## src/rtl/pipe_stage_reg.sv

```systemverilog
// pipe_stage_reg: DEPTH-stage valid/ctrl/data pipeline register with stall, flush and occupancy count.
module pipe_stage_reg #(
  parameter int DATA_W     = 64,
  parameter int CTRL_W     = 2,
  parameter int DEPTH      = 1,
  parameter int CLEAR_DATA = 0,
  parameter int CNT_W      = $clog2(DEPTH + 1)
) (
  input  logic              clk_i,
  input  logic              rst_n_i,
  input  logic              valid_i,
  input  logic [DATA_W-1:0] data_i,
  input  logic [CTRL_W-1:0] ctrl_i,
  input  logic              stall_i,
  input  logic              flush_i,
  output logic              valid_o,
  output logic [DATA_W-1:0] data_o,
  output logic [CTRL_W-1:0] ctrl_o,
  output logic [DEPTH-1:0]  stage_valid_o,
  output logic [CNT_W-1:0]  count_o,
  output logic              empty_o
);
  logic [DEPTH-1:0]             r_valid;
  logic [DEPTH-1:0][CTRL_W-1:0] r_ctrl;
  logic [DEPTH-1:0][DATA_W-1:0] r_data;
  logic [CNT_W-1:0]             r_count;
  logic [DEPTH-1:0]             w_nv;
  logic [DEPTH-1:0][CTRL_W-1:0] w_nc;
  logic [DEPTH-1:0][DATA_W-1:0] w_nd;
  logic [CTRL_W-1:0]            w_c0;
  logic [DATA_W-1:0]            w_d0;
  // a bubble entering stage 0 carries no control (and no data when clearing)
  assign w_c0 = valid_i ? ctrl_i : '0;
  assign w_d0 = (CLEAR_DATA != 0 && !valid_i) ? '0 : data_i;
  if (DEPTH > 1) begin : g_deep
    assign w_nv = {r_valid[DEPTH-2:0], valid_i};
    assign w_nc = {r_ctrl[DEPTH-2:0], w_c0};
    assign w_nd = {r_data[DEPTH-2:0], w_d0};
  end else begin : g_one
    assign w_nv = valid_i;
    assign w_nc = w_c0;
    assign w_nd = w_d0;
  end
  always_ff @(posedge clk_i or negedge rst_n_i) begin
    if (!rst_n_i) begin
      r_valid <= '0;
      r_ctrl  <= '0;
      r_data  <= '0;
      r_count <= '0;
    end else if (flush_i) begin
      r_valid <= '0;
      r_ctrl  <= '0;
      r_data  <= CLEAR_DATA != 0 ? '0 : r_data;
      r_count <= '0;
    end else if (!stall_i) begin
      r_valid <= w_nv;
      r_ctrl  <= w_nc;
      r_data  <= w_nd;
      r_count <= r_count + CNT_W'(valid_i) - CNT_W'(r_valid[DEPTH-1]);
    end
  end
  assign valid_o       = r_valid[DEPTH-1];
  assign data_o        = r_data[DEPTH-1];
  assign ctrl_o        = r_ctrl[DEPTH-1];
  assign stage_valid_o = r_valid;
  assign count_o       = r_count;
  assign empty_o       = r_count == '0;
endmodule

```

## config.mk

```make
export PLATFORM = sky130hd
export DESIGN_NAME = pipe_stage_reg
export DESIGN_NICKNAME = d
export VERILOG_FILES = /design/src/rtl/pipe_stage_reg.sv
export SDC_FILE = /design/constraint.sdc
export NUM_CORES = 1
export LEC_CHECK = 0
export ABC_AREA = 1
export CORE_UTILIZATION = 25
export CTS_CLUSTER_DIAMETER = 40
export DETAILED_ROUTE_END_ITERATION = 8
export PLACE_DENSITY = 0.59
export SETUP_SLACK_MARGIN = 0.3
export SKIP_LAST_GASP = 1
export SLEW_MARGIN = 20
export SYNTH_ARGS = -nofsm -noshare
export SYNTH_HDL_FRONTEND = slang
export SYNTH_SLANG_ARGS = --single-unit
```

## constraint.sdc

```tcl
create_clock -name clk_i -period 1.8 [get_ports clk_i]
set_input_delay 0.36 -clock clk_i [delete_from_list [all_inputs] [get_ports clk_i]]
set_output_delay 0.36 -clock clk_i [all_outputs]
set_load 0.05 [all_outputs]
```

Run 1, power grid:
Bar = 20 um. Pins as bars on the die edge. Tap cells in grey.
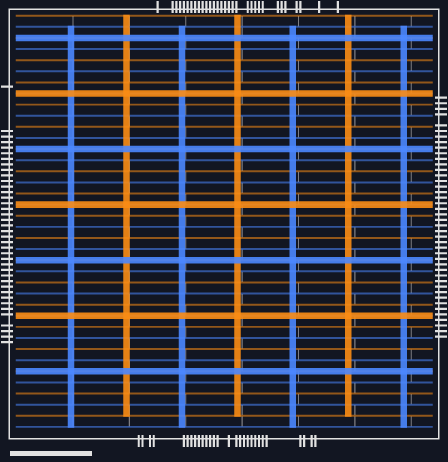
- VSS: blue
- VDD: orange
- signal pins: 141
- rows: 37

Run 1, placement by cell class:
Bar = 20 um.
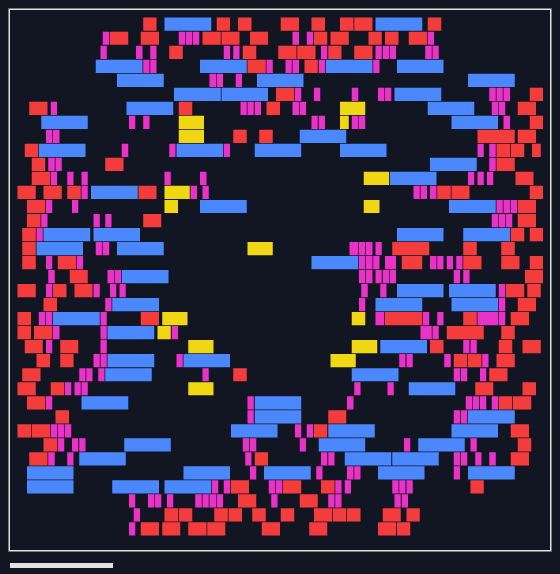
- other buffers and delay cells: red (cells 145)
- all other logic: magenta (cells 220)
- flip-flops: blue (cells 68)
- clock drivers and dummy loads: yellow (cells 16)
core area: 10300 um^2
design area: 4210 um^2
utilization after layout: 41.0%

Run 1, clock distribution:
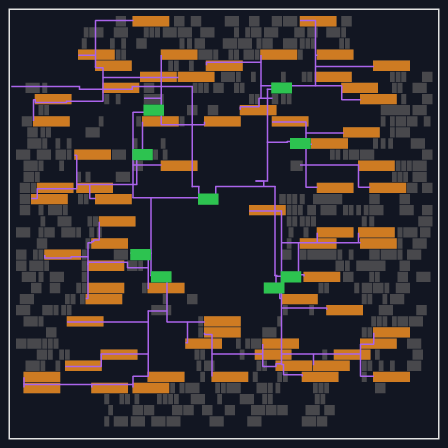
- flip-flops: orange (count 68)
- clock wires: purple (length 918 um)
- cells driving clock nets: green (count 9)
- flops lie: widely spread

run 1: worst register-to-register path, delay by kind of cell, from the launching register on:
family / cells / cell delay [ns]
flops: 1 / 0.46
simple gates: 4 / 0.25
buf+inv: 1 / 0.09
run 1: cell usage after synthesis:
cell type,number
nand2_1,208
inv_1,3
inv_2,2
buf_4,1
o21ai_0,1
inv_4,1
nor2_2,1
buf_6,4
nand3_1,1
nand2_4,1
dfrtp_1,68
buf_2,9
nor2_1,2
run 1: worst max-delay path by stage:
stage	depth (start not counted)	endpoint	startpoint
6_report	2	empty_o	count_o
4_1_cts	2	empty_o	count_o
3_5_place_dp	6	data_o[63]	flush_i
3_3_place_gp	6	data_o[56]	flush_i
2_1_floorplan	5	count_o	count_o
5_1_grt	2	empty_o	count_o
==> impl_metrics.py, run 1 <==
# Flow results
metrics = {
    "grt": {
        "grt_pass1_wl_um": 11700,
        "gr-usage-met3_pct": 3.56,
        "met1_usage_pct": 19.3,
        "grt_use_met2_pct": 19.0,
        "busiest_layer": "met1",
        "antenna_found_initial": 0,
        "grt_pass1_vias": 2416,
        "overflow": 0,
        "track_usage_pct": 13.4,
    },
    "yosys": {
        "syn_area_per_cell_um2": 8.74,
        "xor_share_pct": 0,
        "ys_seq_share_pct": 64.5,
        "largest_area_cell": "dfrtp_1",
        "netlist_logic_family_top": "simple AND/OR/NAND/NOR gates",
        "synth_area_um2": 2640,
        "ys_area_um2": 2640,
        "muxShareOfSynthArea_pct": 0,
        "synthCells": 302,
        "synth_top_area_share_pct": 64.5,
        "ys_cells": 302,
    },
    "finish": {
        "clock_area_share_pct": 4.46,
        "inv_count": 6,
        "final_common_cell": "nand2_1",
        "layout.nonclk_buf_share_pct": 31.2,
        "comb_area_um2": 816,
        "drive_above_1_share_pct": 21.8,
        "fill_cells": 1050,
        "seq_share_pct": 40.4,
        "nets": 515,
        "nMultiInputCombCells": 214,
        "antenna_cells": 0,
        "register_area_um2": 1700,
        "largest_reg_flops": 64,
        "stdcell_count": 585,
        "largestClassByArea": "flip-flops and latches",
    },
    "power_and_ir_drop": {
        "power.leakage_nw": 2.23,
        "ir_drop_uv": 469,
        "switching_share_pct": 37.5,
        "total_power_mw": 4.42,
        "p_per_area_nw_per_um2": 1050,
        "switching_power_mw": 1.66,
        "power_leader": "sequential cells",
        "pg_seq_mw": 1.82,
    },
    "sta": {
        "fmax_mhz": 720,
        "rsz0062_at_grt": "no",
        "fin_tns_setup_ns": 0,
        "worst_slew_pin_slew_ns": 0.369,
        "setup_ws_ns": 0.411,
        "skew_ns": 0.000239,
        "relSlewSlack_pct": 75.4,
        "drv_slew": 0,
    },
    "floorplan": {
        "die-width_um": 105,
        "die_h_um": 105,
        "rows": 37,
    },
    "placement": {
        "numPortBuffers": 140,
        "gp_congestion": 0.697,
    },
    "worst_setup_path": {
        "start_kind": "flop",
        "reg2regPathDepth": 5,
        "crit-reg2reg-launch": "stage_valid_o",
        "cp_slowest_cell": "dfrtp_1",
        "path_cells": "inv_2, buf_6",
        "criticalPathCategory": "reg2out",
    },
    "clocking": {
        "cts_buffers": 9,
        "cts_tree": "done",
        "ctsRootBufferMaster": "clkbuf_8",
        "cts_hold_buf": 0,
        "cts_resized": 0,
        "cts_buffer_depth": 2,
        "post_cts_buffers": 0,
        "h-tree-depth": 3,
        "clock_latency_ns": 0.32,
    },
    "route": {
        "wl_met3_um": 518,
        "top_layer_used": "met4",
        "drc": 0,
        "viasPerCell": 4.05,
    },
    "outcome": {
        "status": "finished clean",
    },
    "flow_run": {
        "tool_warnings": 26,
    },
    "min_path": {
        "hp-class": "in2async",
    },
}
Run 1, cell outlines without signal wires:
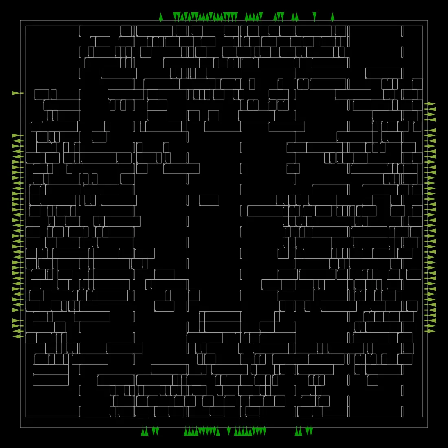

==> inputs of run 2 (changes only) <==
clock period = 1.41 ns   (was 1.8 ns; I/O delays follow)
Run 2, cell outlines without signal wires:
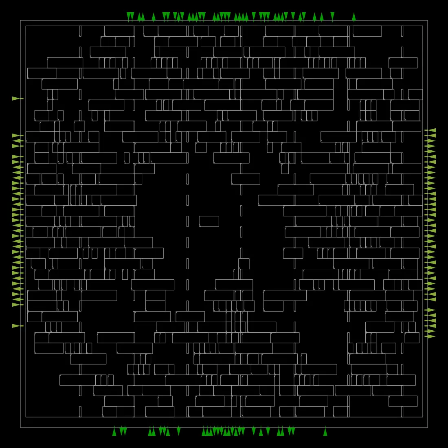
Fillers: 942
fraction of area in registers: 31.9%

Run 2, signal wires by layer:
Bar = 20 um. Two of the layers only.
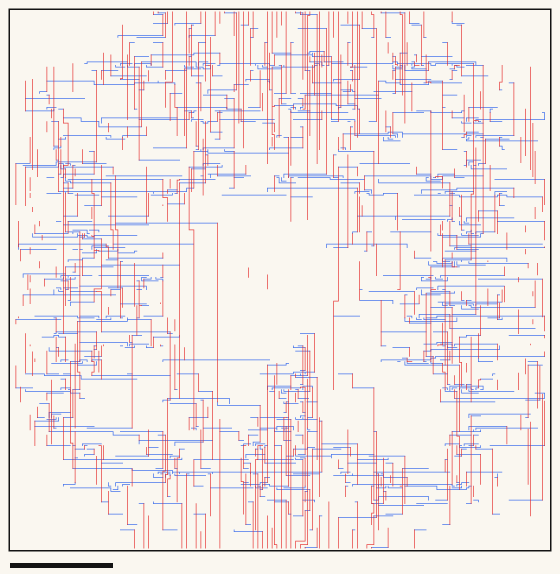
- met2: red (wire length 3690 um)
- met1: blue (wire length 3300 um)

==> impl_metrics.py, run 2 <==
# Flow results
metrics = {
    "outcome": {
        "status": "finished clean",
    },
    "clocking": {
        "cts_tree": "done",
        "h-tree-depth": 3,
        "cts_buffers": 9,
        "cts_buffer_depth": 2,
        "cts_hold_buf": 1,
        "post_cts_buffers": 10,
        "ctsRootBufferMaster": "clkbuf_8",
        "cts_resized": 3,
        "clock_latency_ns": 0.33,
    },
    "power_and_ir_drop": {
        "switching_share_pct": 32.5,
        "power.leakage_nw": 2.67,
        "ir_drop_uv": 554,
        "p_per_area_nw_per_um2": 1300,
        "total_power_mw": 6.94,
        "pg_seq_mw": 2.46,
    },
    "yosys": {
        "xor_share_pct": 0,
        "largest_area_cell": "dfrtp_1",
        "ys_area_um2": 2640,
        "synth_top_area_share_pct": 64.5,
        "ys_cells": 302,
        "synth_area_um2": 2640,
        "muxShareOfSynthArea_pct": 0,
        "async_reset_ff_share_pct": 100,
        "syn_area_per_cell_um2": 8.74,
        "synth-edff-count": 0,
        "top_cell": "nand2_1",
        "netlist_logic_family_top": "simple AND/OR/NAND/NOR gates",
        "top_cells_by_count": "208 x nand2_1, 68 x dfrtp_1, 9 x buf_2",
        "synthCells": 302,
        "synth-main-ff-cell": "dfrtp_1",
    },
    "flow_run": {
        "tool_warnings": 29,
    },
    "finish": {
        "final_cell_mix": "207 x nand2_1, 72 x buf_12, 67 x clkdlybuf4s50_1, 66 x dfrtp_1, 18 x buf_4",
        "final_common_cell": "nand2_1",
        "drive_above_1_share_pct": 25.4,
        "clock_area_share_pct": 4.45,
        "final_util_pct": 52.0,
        "finish.instance_area_um2": 5350,
        "register_area_um2": 1700,
        "antenna_cells": 0,
        "nMultiInputCombCells": 214,
        "stdcell_count": 604,
        "nets": 535,
        "comb_area_um2": 827,
        "inv_count": 6,
        "layout.nonclk_buf_share_pct": 44.2,
        "largestClassByArea": "buffers",
    },
    "grt": {
        "grt_use_met2_pct": 22.5,
        "track_usage_pct": 13.6,
        "met1_usage_pct": 16.8,
        "gr-usage-met3_pct": 3.62,
        "overflow": 0,
        "busiest_layer": "met2",
        "grt_pass1_wl_um": 11800,
        "antenna_found_initial": 0,
    },
    "floorplan": {
        "rows": 37,
        "die-width_um": 105,
        "die_h_um": 105,
    },
    "worst_setup_path": {
        "criticalPathCategory": "reg2out",
        "start_kind": "flop",
    },
    "route": {
        "routedWlPerCell_um": 12.5,
        "viasPerCell": 4.04,
        "drc": 0,
        "wl_met3_um": 479,
        "drt-initial-drc-count": 57,
    },
    "sta": {
        "drv_slew": 0,
        "relSlewSlack_pct": 73.8,
        "skew_ns": 0.000248,
        "fmax_mhz": 759,
        "setup_viol": 0,
        "fin_tns_setup_ns": 0,
        "setup_ws_ns": 0.0927,
        "worst_slew_pin_slew_ns": 0.393,
    },
    "min_path": {
        "hp-class": "in2reg",
    },
    "placement": {
        "gp_congestion": 0.700,
    },
}
[run 2: worst paths after layout]
check / startpoint / cells after the start / slack, ns / end
setup / recovery: count_o / 2 / 0.09 / empty_o
min in group asynchronous: rst_n_i / 3 / 0.49 / data_o[32]
hold / removal: flush_i / 4 / 0.33 / ctrl_o[1]
max in group asynchronous: rst_n_i / 3 / 0.57 / data_o[33]
setup reg to reg: count_o / 6 / 0.38 / count_o
hold reg to reg: data_o[31] / 2 / 0.54 / data_o[31]
[run 2: worst max-delay path, stage by stage, from the launching register on]
cell        delay [ns]
dfrtp_2           0.42
clkinvlp_4        0.13
buf_12            0.16
Run 2, placement by cell class:
Bar = 20 um.
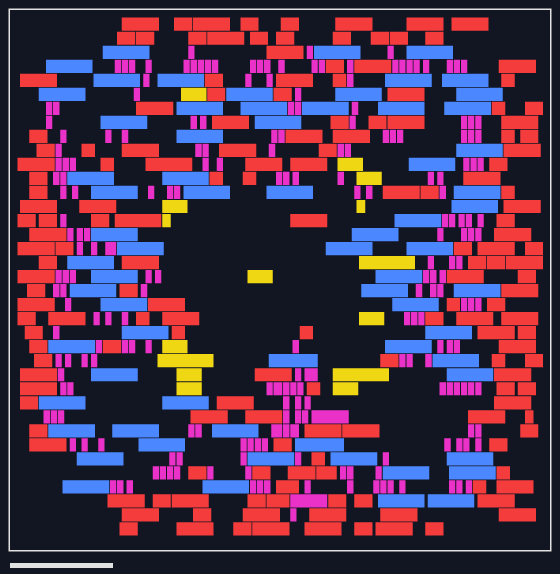

==> inputs of run 3 (changes only) <==
CELL_PAD_IN_SITES_DETAIL_PLACEMENT = 1   (was default)
CELL_PAD_IN_SITES_GLOBAL_PLACEMENT = 1   (was default)
CTS_BUF_LIST = sky130_fd_sc_hd__clkbuf_2 sky130_fd_sc_hd__clkbuf_4 sky130_fd_sc_hd__clkbuf_8   (was default)
PLACE_DENSITY = 0.78   (was 0.59)
REMOVE_ABC_BUFFERS = 1   (was default)
Run 3, placement by cell class:
Bar = 20 um.
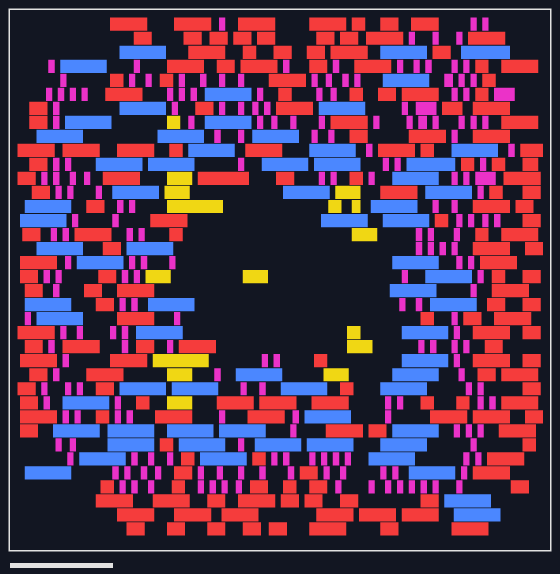
- flip-flops: blue (cells 68)
- other buffers and delay cells: red (cells 179)
- all other logic: magenta (cells 220)
- clock drivers and dummy loads: yellow (cells 16)
fraction of area in registers: 31.5%
design area: 5420 um^2
utilization after layout: 52.7%
# rows: 37

==> impl_metrics.py, run 3 <==
# Flow results
metrics = {
    "outcome": {
        "status": "finished clean",
    },
    "worst_setup_path": {
        "crit-reg2reg-launch": "stage_valid_o",
        "start_kind": "flop",
        "path_cells": "inv_2, buf_12",
        "reg2regPathDepth": 6,
        "worstReg2RegEnd": "count_o",
        "slowest_delay_ns": 0.44,
        "cp.depth": 2,
        "cp_slowest_cell": "dfrtp_2",
        "r2r_slack_ns": 0.38,
        "cp_top_family": "flip-flops",
        "crit_start": "count_o",
        "criticalPathCategory": "reg2out",
        "cp-endpoint": "empty_o",
    },
    "clocking": {
        "post_cts_buffers": 13,
        "cts_buffer_depth": 2,
        "cts_resized": 11,
        "ctsRootBufferMaster": "clkbuf_8",
        "cts_buffers": 9,
        "cts_hold_buf": 1,
        "cts_tree": "done",
        "h-tree-depth": 3,
        "clock_latency_ns": 0.33,
    },
    "yosys": {
        "async_reset_ff_share_pct": 100,
        "ys_seq_share_pct": 64.5,
        "ys_area_um2": 2640,
        "top_cells_by_count": "208 x nand2_1, 68 x dfrtp_1, 9 x buf_2",
        "synth_area_um2": 2640,
        "yosys.cell_types.count": 13,
        "synth_top_area_share_pct": 64.5,
        "syn_area_per_cell_um2": 8.74,
        "largest_area_cell": "dfrtp_1",
        "synth-main-ff-cell": "dfrtp_1",
        "top_cell": "nand2_1",
        "synth-edff-count": 0,
        "synthCells": 302,
        "ys_cells": 302,
    },
    "sta": {
        "drv_slew": 0,
        "worst_slew_pin_slew_ns": 0.371,
        "rsz0062_at_grt": "yes",
        "skew_ns": 0.000566,
        "setup_viol": 0,
        "fin_tns_setup_ns": 0,
        "fmax_mhz": 786,
        "relSlewSlack_pct": 75.3,
    },
    "grt": {
        "antenna_found_initial": 0,
        "grt_use_met2_pct": 27.5,
        "grt_pass1_vias": 2704,
        "met1_usage_pct": 18.3,
        "gr-usage-met3_pct": 5.24,
        "busiest_layer": "met2",
        "overflow": 0,
        "grt_pass1_wl_um": 13600,
        "track_usage_pct": 15.8,
    },
    "route": {
        "wl_um": 8570,
        "wl_met3_um": 586,
        "routedWlPerCell_um": 13.8,
        "viasPerCell": 4.14,
        "drt-initial-drc-count": 74,
        "drc": 0,
    },
    "flow_run": {
        "drv_cap": 0,
        "tool_warnings": 27,
    },
    "finish": {
        "final_cell_mix": "208 x nand2_1, 73 x buf_12, 67 x clkdlybuf4s50_1, 66 x dfrtp_1, 33 x buf_4",
        "fill_cells": 1118,
        "register_area_um2": 1700,
        "antenna_cells": 0,
        "stdcell_count": 619,
        "drive_above_1_share_pct": 27.5,
        "comb_area_um2": 821,
        "nets": 549,
        "final_common_cell": "nand2_1",
    },
    "min_path": {
        "min_from": "flush_i",
        "hold_end": "ctrl_o[1]",
        "hp-class": "in2reg",
        "holdPathStages": 4,
    },
    "floorplan": {
        "die_h_um": 105,
        "core_area_um2": 10300,
        "die-width_um": 105,
    },
    "power_and_ir_drop": {
        "switching_share_pct": 33.1,
        "switching_power_mw": 2.28,
        "power_leader": "combinational logic",
        "pg_seq_mw": 2.46,
        "ir_drop_uv": 526,
        "power.leakage_nw": 2.72,
    },
    "placement": {
        "gp_congestion": 0.697,
        "numPortBuffers": 140,
    },
}
Run 3, clock distribution:
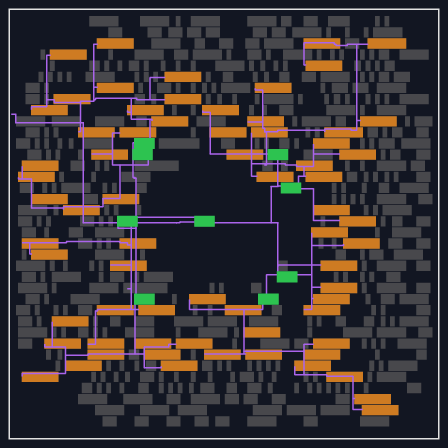
- clock wires: purple (length 865 um)
- cells driving clock nets: green (count 9)
- flip-flops: orange (count 68)
- routed clock nets: 10
- flops lie: widely spread

## run 3: final cells by class
type,count,share of cell area [%]
Timing Repair Buffer,179,45.5
Sequential cell,68,31.5
Multi-Input combinational cell,214,15.2
Tap cell,136,3.14
Clock buffer,12,2.82
Clock inverter,4,1.34
Inverter,6,0.555
## run 3: cells by family after synthesis
group	Yosys count	share of synthesized area, %
AND/OR/NAND/NOR	213	30.7
flip-flops	68	64.5
buffers and inverters	20	4.64
AND-OR/OR-AND	1	0.189
## run 3: per-stage QoR
| step | setup slack, ns | power (mW) |
|---|---|---|
| after detailed placement | -0.250 | 4.99 |
| after global routing | 0.0866 | 7.19 |
| final | 0.137 | 6.89 |
| after global placement | -0.178 | 4.93 |
| after floorplan | -0.0432 | 3.45 |
| after CTS | 0.114 | 6.90 |
Power is estimated from default activity; no workload was simulated.
